===== src/rtl/mux8_rr_arbiter_pkg.sv =====
// mux8_arb_pkg: shared types, constants and round-robin search for mux8_rr_arbiter
// Contents: state_t (IDLE, FULL, LOCKED), N = 8 requesters, SELW = 3 select bits,
// rr_next(req, ptr) -> {hit, index} of the first high req after ptr, with wrap.
package mux8_arb_pkg;
    localparam int N = 8;
    localparam int SELW = 3;
    typedef enum logic [1:0] {IDLE, FULL, LOCKED} state_t;
    // Walk offsets 8 down to 1, so the smallest offset from ptr+1 is assigned last and wins.
    function automatic logic [SELW:0] rr_next(input logic [N-1:0] req, input logic [SELW-1:0] ptr);
        logic [SELW:0] r;
        logic [SELW-1:0] k;
        r = '0;
        for (int i = N; i >= 1; i--) begin
            k = ptr + SELW'(i);
            if (req[k]) r = {1'b1, k};
        end
        return r;
    endfunction
endpackage


===== src/rtl/mux8_rr_arbiter_if.sv =====
// mux8_arb_if: requester/consumer bundle of mux8_rr_arbiter (macro MUX_ARB_LOCK_EN adds lock)
// Signals: req, lock, in_data (sources -> arbiter); gnt, sel (arbiter -> sources);
// out_valid, out_data, out_src (arbiter -> consumer); out_ready (consumer -> arbiter).
// Modports: slave = arbiter side, master = sources/consumer side.
interface mux8_arb_if import mux8_arb_pkg::*; #(parameter int DW = 16);
    logic [N-1:0] req;
    logic [N-1:0] gnt;
    logic [N*DW-1:0] in_data;
    logic [SELW-1:0] sel;
    logic out_valid;
    logic out_ready;
    logic [DW-1:0] out_data;
    logic [SELW-1:0] out_src;
`ifdef MUX_ARB_LOCK_EN
    logic [N-1:0] lock;
    modport slave (input req, lock, in_data, out_ready, output gnt, sel, out_valid, out_data, out_src);
    modport master (output req, lock, in_data, out_ready, input gnt, sel, out_valid, out_data, out_src);
`else
    modport slave (input req, in_data, out_ready, output gnt, sel, out_valid, out_data, out_src);
    modport master (output req, in_data, out_ready, input gnt, sel, out_valid, out_data, out_src);
`endif
endinterface


===== src/rtl/mux8_rr_arbiter_arb_mux8.sv =====
// arb_mux8: combinational 8:1 DW-bit lane select
// Ports: in_data (8 packed lanes, lane i at [i*DW +: DW]), sel (lane index), y (selected lane).
module arb_mux8 import mux8_arb_pkg::*; #(parameter int DW = 16) (
    input  logic [N*DW-1:0]  in_data,
    input  logic [SELW-1:0]  sel,
    output logic [DW-1:0]    y
);
    assign y = in_data[sel*DW +: DW];
endmodule


===== src/rtl/mux8_rr_arbiter.sv =====
// mux8_rr_arbiter: round-robin arbiter sharing one 8:1 mux, with a registered valid/ready output
// Ports: clk, rst (sync, active-high), bus (mux8_arb_if.slave: req/lock/in_data in,
// gnt/sel out, out_valid/out_data/out_src/out_ready towards the consumer).
// Macro MUX_ARB_LOCK_EN enables lock[] and the LOCKED state.
module mux8_rr_arbiter import mux8_arb_pkg::*; #(parameter int DW = 16) (
    input logic clk,
    input logic rst,
    mux8_arb_if.slave bus
);
    state_t state, state_n;
    logic [SELW-1:0] ptr, win, src_q;
    logic [SELW:0] pick;
    logic [N-1:0] elig;
    logic [DW-1:0] lane, data_q;
    logic load_en, xfer, lk, locked, valid_q;
`ifdef MUX_ARB_LOCK_EN
    logic [SELW-1:0] owner;
    // While locked only the owner may compete; everyone else stalls.
    assign locked = state == LOCKED;
    assign elig = locked ? (bus.req & (N'(1) << owner)) : bus.req;
    assign lk = bus.lock[win];
    always_ff @(posedge clk)
        if (rst) owner <= '0;
        else if (xfer && lk) owner <= win;
`else
    assign locked = 1'b0;
    assign elig = bus.req;
    assign lk = 1'b0;
`endif
    assign load_en = !valid_q | bus.out_ready;
    assign pick = rr_next(elig, ptr);
    assign win = pick[SELW-1:0];
    assign xfer = pick[SELW] & load_en & !rst;
    assign bus.gnt = xfer ? N'(1) << win : '0;
    assign bus.sel = xfer ? win : '0;
    assign bus.out_valid = valid_q;
    assign bus.out_data = data_q;
    assign bus.out_src = src_q;
    arb_mux8 #(.DW(DW)) u_mux (.in_data(bus.in_data), .sel(bus.sel), .y(lane));
    always_comb begin
        state_n = state;
        if (xfer) state_n = lk ? LOCKED : FULL;
        else if (state == FULL && bus.out_ready) state_n = IDLE;
    end
    always_ff @(posedge clk) begin
        if (rst) begin
            state <= IDLE;
            ptr <= SELW'(N-1);
            valid_q <= 1'b0;
            data_q <= '0;
            src_q <= '0;
        end else begin
            state <= state_n;
            if (xfer) begin
                valid_q <= 1'b1;
                data_q <= lane;
                src_q <= win;
            end else if (bus.out_ready) valid_q <= 1'b0;
            // Beats that keep the lock leave ptr alone; the releasing beat sets ptr = owner.
            if (xfer && !(locked && lk)) ptr <= win;
        end
    end
endmodule


===== src/flat_wrapper.sv =====
// flat-port wrapper written by rule: the top's interface ports become plain ports
module mux8_rr_arbiter_flat import mux8_arb_pkg::*;
#(parameter int DW = 16)
  (clk, rst, bus_req, bus_in_data, bus_out_ready, bus_gnt, bus_sel, bus_out_valid, bus_out_data, bus_out_src);
  mux8_arb_if #(.DW(DW)) bus_i ();
  input logic clk;
  input logic rst;
  input wire logic [$bits(bus_i.req)-1:0] bus_req;
  input wire logic [$bits(bus_i.in_data)-1:0] bus_in_data;
  input wire logic [$bits(bus_i.out_ready)-1:0] bus_out_ready;
  output wire logic [$bits(bus_i.gnt)-1:0] bus_gnt;
  output wire logic [$bits(bus_i.sel)-1:0] bus_sel;
  output wire logic [$bits(bus_i.out_valid)-1:0] bus_out_valid;
  output wire logic [$bits(bus_i.out_data)-1:0] bus_out_data;
  output wire logic [$bits(bus_i.out_src)-1:0] bus_out_src;
  assign bus_i.req = bus_req;
  assign bus_i.in_data = bus_in_data;
  assign bus_i.out_ready = bus_out_ready;
  assign bus_gnt = bus_i.gnt;
  assign bus_sel = bus_i.sel;
  assign bus_out_valid = bus_i.out_valid;
  assign bus_out_data = bus_i.out_data;
  assign bus_out_src = bus_i.out_src;
  mux8_rr_arbiter #(.DW(DW)) u_core (.clk(clk), .rst(rst), .bus(bus_i));
endmodule

===== config.mk =====
export PLATFORM = sky130hd
export DESIGN_NAME = mux8_rr_arbiter_flat
export DESIGN_NICKNAME = d
export VERILOG_FILES = /design/src/rtl/mux8_rr_arbiter_pkg.sv /design/src/rtl/mux8_rr_arbiter_if.sv /design/src/rtl/mux8_rr_arbiter_arb_mux8.sv /design/src/rtl/mux8_rr_arbiter.sv /design/src/flat_wrapper.sv
export SDC_FILE = /design/constraint.sdc
export NUM_CORES = 1
export LEC_CHECK = 0
export CAP_MARGIN = 40
export CORE_ASPECT_RATIO = 0.7
export CORE_UTILIZATION = 40
export CTS_CLUSTER_DIAMETER = 100
export DETAILED_ROUTE_END_ITERATION = 10
export PLACE_DENSITY = 0.89
export SLEW_MARGIN = 20
export SYNTH_ARGS = -nofsm -noshare
export SYNTH_HDL_FRONTEND = slang
export SYNTH_SLANG_ARGS = --single-unit
export TNS_END_PERCENT = 5

===== constraint.sdc =====
create_clock -name clk -period 5.8 [get_ports clk]
set_input_delay 1.16 -clock clk [delete_from_list [all_inputs] [get_ports clk]]
set_output_delay 1.16 -clock clk [all_outputs]
set_load 0.03 [all_outputs]

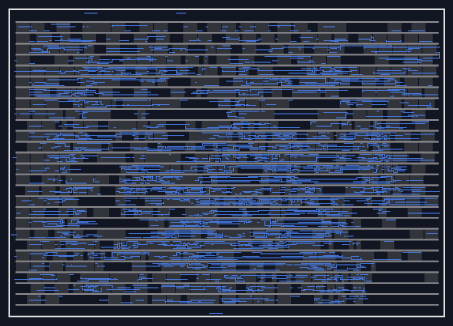
Run 1: metal 1
Drawn at 4 px/micron. Supply wires on this layer in grey.
longest straight run: 35.4 microns
share of all routed wire: 40%
nets with wire on the layer: 564
wire length on this layer: 4,740 microns
vias post-DR: 3,711
met1 Use GR: 33.9%
total wirelength of the detailed-routed design: 11.9 mm

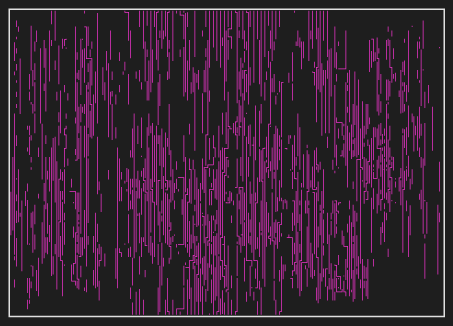
Run 1: the metal 2 layer
Drawn at 4 px/micron.
main direction: vertical
nets with wire on the layer: 576
grt met2 use: 48.0%

==> flow_metrics.env, run 1 <==
# implementation run metrics
export IMPL_maximum_root_to_sink_buffer_count=2
export IMPL_total_power_mw=3.90
export IMPL_postCtsHoldBufs=0
export IMPL_yosys_reg_bits=23
export IMPL_syn_inst=360
export IMPL_fp_coreArea_sq_um=7480
export IMPL_final_design_area_no_fill_sq_um=5040
export IMPL_dr_pass1_iters=5
export IMPL_clock_sink_count=23
export IMPL_first_global_vias=3588
export IMPL_pwr_dens_nw_per_um2=774
export IMPL_fmax_ghz=0.173
export IMPL_synthTopCellsByCount="sky130_fd_sc_hd__mux2i_1, sky130_fd_sc_hd__nand2_1, sky130_fd_sc_hd__dfxtp_1, sky130_fd_sc_hd__o211ai_1, sky130_fd_sc_hd__o22ai_1"
export IMPL_grt_first_pass_wirelength_mm=18.2
export IMPL_yosys_stat_area_sq_um=3170
export IMPL_worstPathCellList="clkdlybuf4s50_1, mux4_2, or2_1, nor4_1, a21oi_1, a311o_1, o21a_1, nor2_1, clkdlybuf4s50_1"
export IMPL_arrival_ns=4.61
export IMPL_power_switching_share_pct=51.3
export IMPL_signed_area_change_from_the_synthesized_netlist_to_the_final_layout_pct=59.0
export IMPL_hold_path_endpoint="u_core.bus.out_src[0]"
export IMPL_worstReg2RegStart="u_core.ptr[0]"
export IMPL_tightestPinTransition_ns=0.696
export IMPL_cts_htree_levels=1
export IMPL_setup_viol=0
export IMPL_cts_root_buffer_cell="sky130_fd_sc_hd__clkbuf_16"
export IMPL_num_rows=26
export IMPL_post_cts_setup_buffer_count=0
export IMPL_globalRoute_totalOverflow=0
export IMPL_status="finished, final reports clean"
export IMPL_start_kind="primary input"
export IMPL_sequentialPower_uw=288
export IMPL_cts_tree="built"
export IMPL_holdCritPathClass="flop to flop"
export IMPL_yosysCellCount=360
export IMPL_numPlacedInstances=616
export IMPL_critPathMostFrequentCell="sky130_fd_sc_hd__clkdlybuf4s50_1"
export IMPL_synthDistinctLibCells=63
export IMPL_top_area_share_pct=15.2
export IMPL_peakVddDrop_uv=529
export IMPL_antennaDiodeCount=0
export IMPL_crit_path_max_fanout=9
export IMPL_synth_warning_count=0
export IMPL_maxCapViolations=0
export IMPL_gp_congestion=0.950
export IMPL_avgViaCountPerCell=5.99
export IMPL_p_leak_nw=2.00
export IMPL_initial_utilization_pct=42.3
export IMPL_timing_critical_path_to_type="output port"
export IMPL_reg2reg_setup_slack_ns=1.66
export IMPL_post_cts_resized_instances=1
export IMPL_slowest_stage_delay_cp_ns=0.68
export IMPL_enable_flop_cells=0
export IMPL_final_antenna_net_count=0
export IMPL_syn_cell_area_sq_um=3170
export IMPL_worst_hold_path_num_cells=2
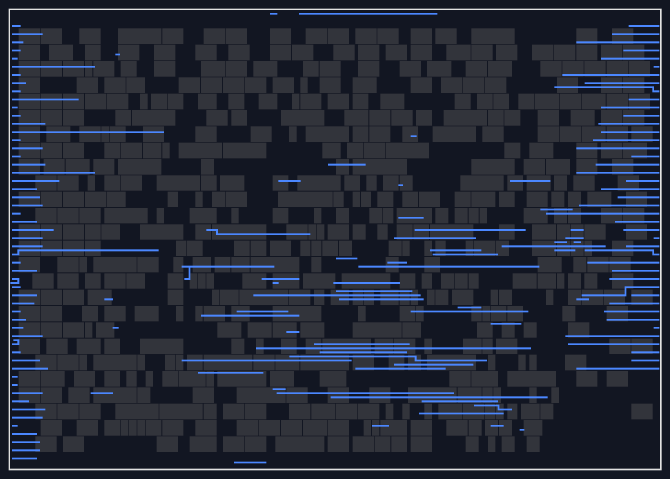
Run 1: metal 3
Drawn at 6 px/micron.
longest straight run: 45.5 microns
nets with wire on the layer: 140
main direction: horizontal
wire length on this layer: 1,240 microns
share of all routed wire: 11%
met3 demand-to-capacity share in global routing: 8.47%

==> run 1: flip-flops by register name, summed over array words and instances (netlist names) <==
register	flops
u_core.bus.out_src	3
u_core.bus.out_data	16
u_core.ptr	3
u_core.bus.out_valid	1
==> run 1: metrics by stage <==
stage	hold WS (ns)	setup WS, ns	TNS (ns)
detailed placement	0.436	-0.0432	-0.0432
CTS	0.446	0.0153	0
global route	0.485	0.00197	0
finish	0.449	0.0254	0
floorplan	0.571	0.725	0
global placement	0.431	-0.0695	-0.106
==> run 1: kinds of logic (layout without fill, tap and decap cells) <==
group | Yosys count | count (layout) | share of synthesized area, %
DFF | 23 | 23 | 14.5
xor gates and xnor gates | 3 | 3 | 0.830
and+or+nand+nor | 83 | 83 | 12.7
buffers and inverters | 41 | 203 | 7.03
AOI/OAI and AO/OA | 112 | 112 | 26.9
muxes | 96 | 96 | 37.2
adders and majority gates | 2 | 2 | 0.790
==> run 1: worst max path at each step <==
stage | from | end | cells after the start
after CTS | bus_req[4] | bus_gnt[6] | 9
final | bus_req[5] | bus_gnt[0] | 9
after detailed placement | bus_req[4] | bus_gnt[2] | 9
after global placement | bus_req[4] | bus_gnt[2] | 9
after global routing | bus_req[4] | bus_gnt[0] | 9
after floorplan | u_core.ptr[1] | bus_gnt[2] | 13
==> run 1: cell type report <==
| class | count | area [sq um] |
|---|---|---|
| multi-input cells | 296 | 2490 |
| flip-flops and latches | 23 | 460 |
| inverters | 12 | 45.0 |
| clock inverters | 1 | 5.00 |
| clock buffers | 3 | 75.1 |
| well taps | 98 | 123 |
| repair buffers | 187 | 1830 |
| fillers | 616 | 2450 |
==> run 1: per-layer routing <==
layer	part of all wire, %	wire, microns
met5	0	0
met1	40	4740
met3	10	1240
met2	48	5680
met4	1.6	184
Run 1, track usage over the die:
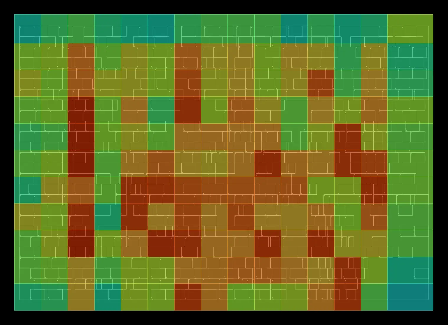

==> run 2: changes to the inputs <==
--- a/config.mk
+++ b/config.mk
@@ -5,10 +5,9 @@
 export SDC_FILE = /design/constraint.sdc
 export NUM_CORES = 1
 export LEC_CHECK = 0
-export CAP_MARGIN = 40
 export CORE_ASPECT_RATIO = 0.7
 export CORE_UTILIZATION = 40
-export CTS_CLUSTER_DIAMETER = 100
+export CTS_CLUSTER_DIAMETER = 30
 export DETAILED_ROUTE_END_ITERATION = 10
 export PLACE_DENSITY = 0.89
 export SLEW_MARGIN = 20
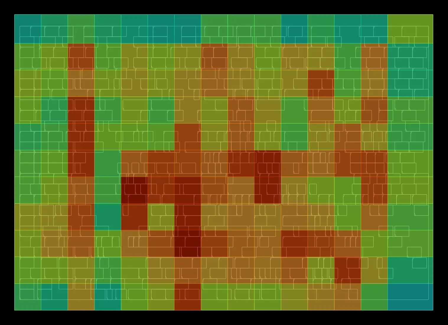
Run 2: track usage over the die
busiest layer in global routing: met2
grt met2 use: 48.2%
Core Util, Final: 67.2%
met3 demand-to-capacity share in global routing: 5.82%

==> run 2 against run 1 <==
Net effect:
- routed wire length rose by 1.6%
- via count rose by 1.2%
- combinational power barely moved
- die area did not move
- synthesized area did not move
- global-route usage rose by 0.090 points
- largest power group unchanged
==> flow_metrics.env, run 2 <==
# implementation run metrics
export IMPL_final_antenna_net_count=0
export IMPL_postCtsHoldBufs=0
export IMPL_startpoint="bus_req[4]"
export IMPL_maxCapViolations=0
export IMPL_hold_start="u_core.bus.out_src[2]"
export IMPL_avgSynthCellArea_sq_um=8.80
export IMPL_first_global_vias=3587
export IMPL_post_cts_setup_buffer_count=0
export IMPL_met2_length_mm=5.81
export IMPL_start_kind="primary input"
export IMPL_cts_root_buffer_cell="sky130_fd_sc_hd__clkbuf_16"
export IMPL_gp_congestion=0.950
export IMPL_synthTopCellsByCount="sky130_fd_sc_hd__mux2i_1, sky130_fd_sc_hd__nand2_1, sky130_fd_sc_hd__dfxtp_1, sky130_fd_sc_hd__o211ai_1, sky130_fd_sc_hd__o22ai_1"
export IMPL_initial_utilization_pct=42.3
export IMPL_synth_top_cells_by_area="sky130_fd_sc_hd__mux2i_1, sky130_fd_sc_hd__dfxtp_1, sky130_fd_sc_hd__mux4_2"
export IMPL_yosys_stat_area_sq_um=3170
export IMPL_slew_headroom_pct=37.3
export IMPL_crit_path_max_fanout=9
export IMPL_tightestPinTransition_ns=0.940
export IMPL_grt_setup_unrepaired="false"
export IMPL_antennaDiodeCount=0
export IMPL_arrival_ns=4.58
export IMPL_status="finished, final reports clean"
export IMPL_top_area_share_pct=15.2
export IMPL_p_leak_nw=1.99
export IMPL_path_clk_slew_ns=0.06
export IMPL_crit_end="bus_gnt[4]"
export IMPL_numPlacedInstances=615
export IMPL_nets=663
export IMPL_buffer_ports_inserted=169
export IMPL_setup_viol=0
export IMPL_worst_hold_path_num_cells=2
export IMPL_yosys_reg_bits=23
export IMPL_timing_critical_path_to_type="output port"
export IMPL_drt_wirelength_per_cell_microns=19.5
export IMPL_fmax_ghz=0.174
export IMPL_totalNegativeSetupSlack_ns=0
export IMPL_post_route_cells_drive_above_1_share_pct=13.8
export IMPL_cts_htree_levels=1
export IMPL_detailedPlace_worstSlack_ns=-0.0175
export IMPL_hold_violations=0
export IMPL_synth_warning_count=0
export IMPL_num_rows=26
export IMPL_route_vias_total=3754
export IMPL_fp_coreArea_sq_um=7480
export IMPL_rr_worst_depth=12
export IMPL_enable_flop_cells=0
export IMPL_peakVddDrop_uv=651
export IMPL_dr_pass1_iters=5
export IMPL_clock_latency_ns=0.26
export IMPL_route_detailed_drc=0
export IMPL_final_design_area_no_fill_sq_um=5020
export IMPL_max_ffs_per_register=16
export IMPL_warnings=27
export IMPL_yosysCellCount=360
export IMPL_avgViaCountPerCell=6.06
export IMPL_worstReg2RegStart="u_core.ptr[0]"
export IMPL_grt_util_met1_pct=35.3
export IMPL_holdCritPathClass="flop to flop"
export IMPL_route_met3_wl_mm=1.25
export IMPL_most_frequent_standard_cell_in_the_layout_excluding_fill_and_tap_cells="sky130_fd_sc_hd__clkdlybuf4s50_1"
export IMPL_hold_path_endpoint="u_core.bus.out_src[2]"
export IMPL_met1Wirelength_mm=4.84
export IMPL_setup_worst_path_class="primary input to output port"
export IMPL_yosys_most_used_dff="sky130_fd_sc_hd__dfxtp_1"
export IMPL_total_power_mw=3.91
export IMPL_routed_wirelength_mm=12.0
export IMPL_syn_inst=360
export IMPL_clock_sink_count=23
export IMPL_synthDistinctLibCells=63
export IMPL_synthDominantAreaCellType="sky130_fd_sc_hd__mux2i_1"
export IMPL_top_layer_used="met4"
export IMPL_post_route_min_period_ns=5.74
export IMPL_cts_tree="built"
export IMPL_holdWs_ns=0.448
export IMPL_grt_first_pass_wirelength_mm=18.2
export IMPL_globalRoute_totalOverflow=0
export IMPL_pin_count=170
export IMPL_reg2reg_setup_slack_ns=1.70
export IMPL_pwr_dens_nw_per_um2=777
export IMPL_final_critical_path_setup_slack_ns=0.0561
export IMPL_maximum_root_to_sink_buffer_count=2
export IMPL_sequential_area_share_after_synthesis_pct=14.5
export IMPL_syn_cell_area_sq_um=3170
export IMPL_signed_area_change_from_the_synthesized_netlist_to_the_final_layout_pct=58.7
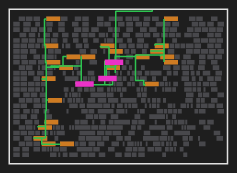
Run 2: routed clock nets over the placement
Drawn at 2 px/micron.
[orange] flip-flops | count: 23
[green] clock wires | length: 338 microns
[magenta] cells driving clock nets | count: 3
routed clock nets: 4
clock skew after layout: 0.00473 ns
portion of total power attributed to the clock network: 3.9%
Clock net power: 153 uW

run 2: cell counts after synthesis:
Identical to the previous run, type by type.
run 2: cell families (layout without fill, tap and decap cells):
group                      count (synthesis)  after routing  share of synthesized area [%]
and+or+nand+nor                           83             83                           12.7
buffers and inverters                     41            202                           7.03
adders and majority gates                  2              2                          0.790
muxes                                     96             96                           37.2
DFF                                       23             23                           14.5
AOI/OAI and AO/OA                        112            112                           26.9
xor gates and xnor gates                   3              3                          0.830
run 2: cell type report:
type	count	area (sq um)
multi-input cells	296	2490
fillers	627	2460
repair buffers	186	1820
flip-flops and latches	23	460
well taps	98	123
clock buffers	3	75.1
inverters	12	45.0
clock inverters	1	5.00
run 2: critical path, stage by stage:
cell                              delay [ns]
sky130_fd_sc_hd__clkdlybuf4s50_1        0.56
sky130_fd_sc_hd__mux4_2                 0.59
sky130_fd_sc_hd__or2_1                  0.30
sky130_fd_sc_hd__nor4_1                 0.40
sky130_fd_sc_hd__a21oi_1                0.14
sky130_fd_sc_hd__a311o_1                0.41
sky130_fd_sc_hd__o21a_1                 0.20
sky130_fd_sc_hd__nor2_1                 0.12
sky130_fd_sc_hd__clkdlybuf4s50_1        0.70
run 2: what timing repair did:
item	in CTS	in global routing
resized	1	3
endpoints found under the setup margin	1	3
endpoints found under the hold margin	0	0
pin swaps	0	0
run 2: report_power, final:
group | leakage, nW | internal (mW) | switching (mW)
Clock | 0.0409 | 0.0929 | 0.0600
Combinational | 1.76 | 1.57 | 1.90
Sequential | 0.192 | 0.238 | 0.0505
Power is estimated from default activity; no workload was simulated.
